==> images/clock_nets.png <==
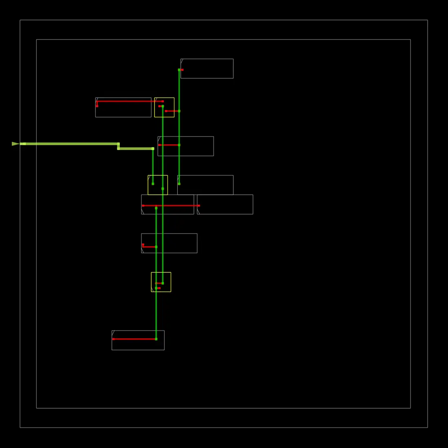
==> images/clock_wires.png <==
(8 px per µm)
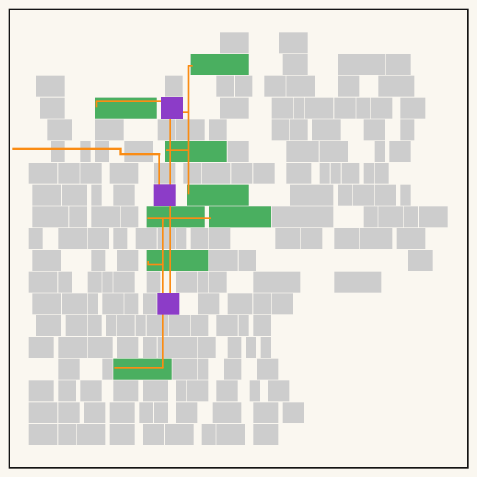
==> images/m2.png <==
(8 px per µm) Cells faint in the background.
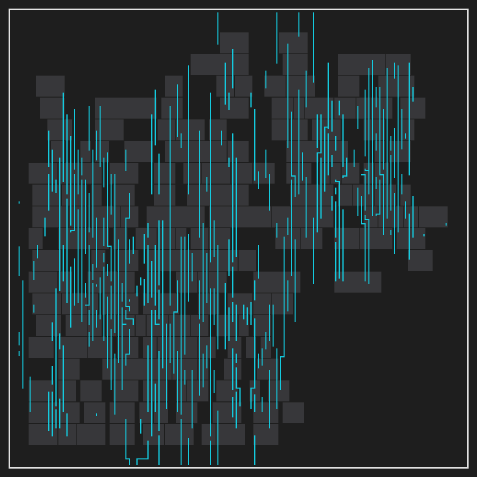
==> config.mk <==
export PLATFORM = sky130hd
export DESIGN_NAME = multicycle_control
export DESIGN_NICKNAME = d
export VERILOG_FILES = /design/src/rtl/multicycle_control.sv
export SDC_FILE = /design/constraint.sdc
export NUM_CORES = 1
export LEC_CHECK = 0
export CAP_MARGIN = 25
export CORE_MARGIN = 2
export CORE_UTILIZATION = 30
export DETAILED_ROUTE_END_ITERATION = 12
export PLACE_DENSITY = 0.87
export SLEW_MARGIN = 20
export SYNTH_ARGS = -nofsm -noshare
export SYNTH_HDL_FRONTEND = slang
export SYNTH_SLANG_ARGS = --single-unit
export TNS_END_PERCENT = 5
==> constraint.sdc <==
create_clock -name CLK -period 1.85 [get_ports CLK]
set_input_delay 0.2775 -clock CLK [delete_from_list [all_inputs] [get_ports CLK]]
set_output_delay 0.2775 -clock CLK [all_outputs]
set_load 0.02 [all_outputs]
==> out/results.ini <==
[outcome]
status=complete, but fails checks
violations=negative setup slack

[logic_synthesis]
yosys.area_share.aoi_pct=18.6
flop_cell=dfxtp_1

[critical_path]
required_ns=1.57
reg2reg_slack_ns=-0.07
critPathTopFamily=AND-OR/OR-AND gates
r2r_cells=7
crit_type=flip-flop to primary output

[route]
ant_nets=0
highest_layer=met4
first_pass_iters=4
drc_errors=0

[floorplan]
die.size.y_um=57.1
die_w_um=57.1
pin_count=62

[power_and_ir_drop]
leakage_nw=0.705
switching_share_pct=34.4
p_int_mw=0.403
comb_power_share_pct=48.8
peakVddDrop_v=0.000334

[final_timing]
fin_ws_ns=-0.410
setup_viol=5
worst_pin_slew_ns=0.371
max_freq_mhz=442
tns_ns=-1.31

[clock_network]
clk_pin_slew_ns=0.05

[place]
port_buffers=41

[run]
cap_violations=0

[cells_and_area]
antenna_cells=0

## Picture notes: clock_nets.png
CTS sink count: 8
clock buf count: 3
Worst Clk Skew: 0.00306 ns
Insertion Delay late pin: 0.25 ns

## Picture notes: clock_wires.png
legend:
  flip-flops:
    color: green
    count: 8
  clock-net drivers:
    color: purple
    count: 3
  clock wires:
    color: orange
    length: 116 µm
routed clock nets: 4
clk pwr: 0.130 mW
share of total power in the clock network: 21.2%

## Picture notes: m2.png
nets with wire on the layer: 180
main direction: vertical
wire length on this layer: 1480 µm
Total Wirelength: 2810 µm
DR vias: 1105
met2 usage: 33.5%

## timing repair
item	in CTS	in global routing
endpoints found under the setup margin	18	12
hold buffers	0	0
gates resized	47	13
pin swaps	4	1
hold endpoints to repair	0	0
cloned	0	0
## cell type report
cell class	count	area share [%]
Multi-Input combinational cell	93	43.9
Timing Repair Buffer	75	40.2
Sequential cell	8	10.9
Tap cell	31	2.53
Clock buffer	3	1.47
Inverter	4	0.980
## per-layer routing
metal | up-vias | GRT usage, %
met2 | 44 | 33.5
met4 | 0 | 9.97
met1 | 506 | 18.2
met5 | - | 0
li1 | 549 | -
met3 | 6 | 5.22
## metrics by stage
| step | util [%] | instance area (µm²) |
|---|---|---|
| after floorplan | - | 856 |
| after global routing | 56.6 | 1530 |
| after global placement | 55.4 | 1500 |
| after detailed placement | 55.4 | 1500 |
| final | 56.6 | 1530 |
| after CTS | 56.1 | 1520 |
## power groups by stage
stage	logic [mW]	registers (mW)	clock network [mW]
after floorplan	0.139	0.192	0
after detailed placement	0.308	0.187	0
final	0.300	0.184	0.130
after global placement	0.300	0.186	0
after CTS	0.296	0.183	0.138
after global routing	0.320	0.185	0.155
## cell usage in the layout, fill, tap and decap left out, types with 2 or more instances in the layout
master            n
nand3_1           3
nor2b_1           4
or2b_1            2
o21ai_0           3
a31oi_1           2
xnor2_1           3
dfxtp_2           5
nor3_1            5
clkbuf_2          2
nand2_1           5
nor2_2            2
mux2i_1           4
nor2_1           12
clkbuf_4          3
inv_1             4
nand2b_1         10
dfxtp_1           3
a21oi_1           4
nor4_1            2
buf_4            35
clkdlybuf4s50_1  21
dlygate4sd2_1    11
and4b_2           2
buf_2             5
o21ai_2           2
Power and IR drop assume default switching activity.
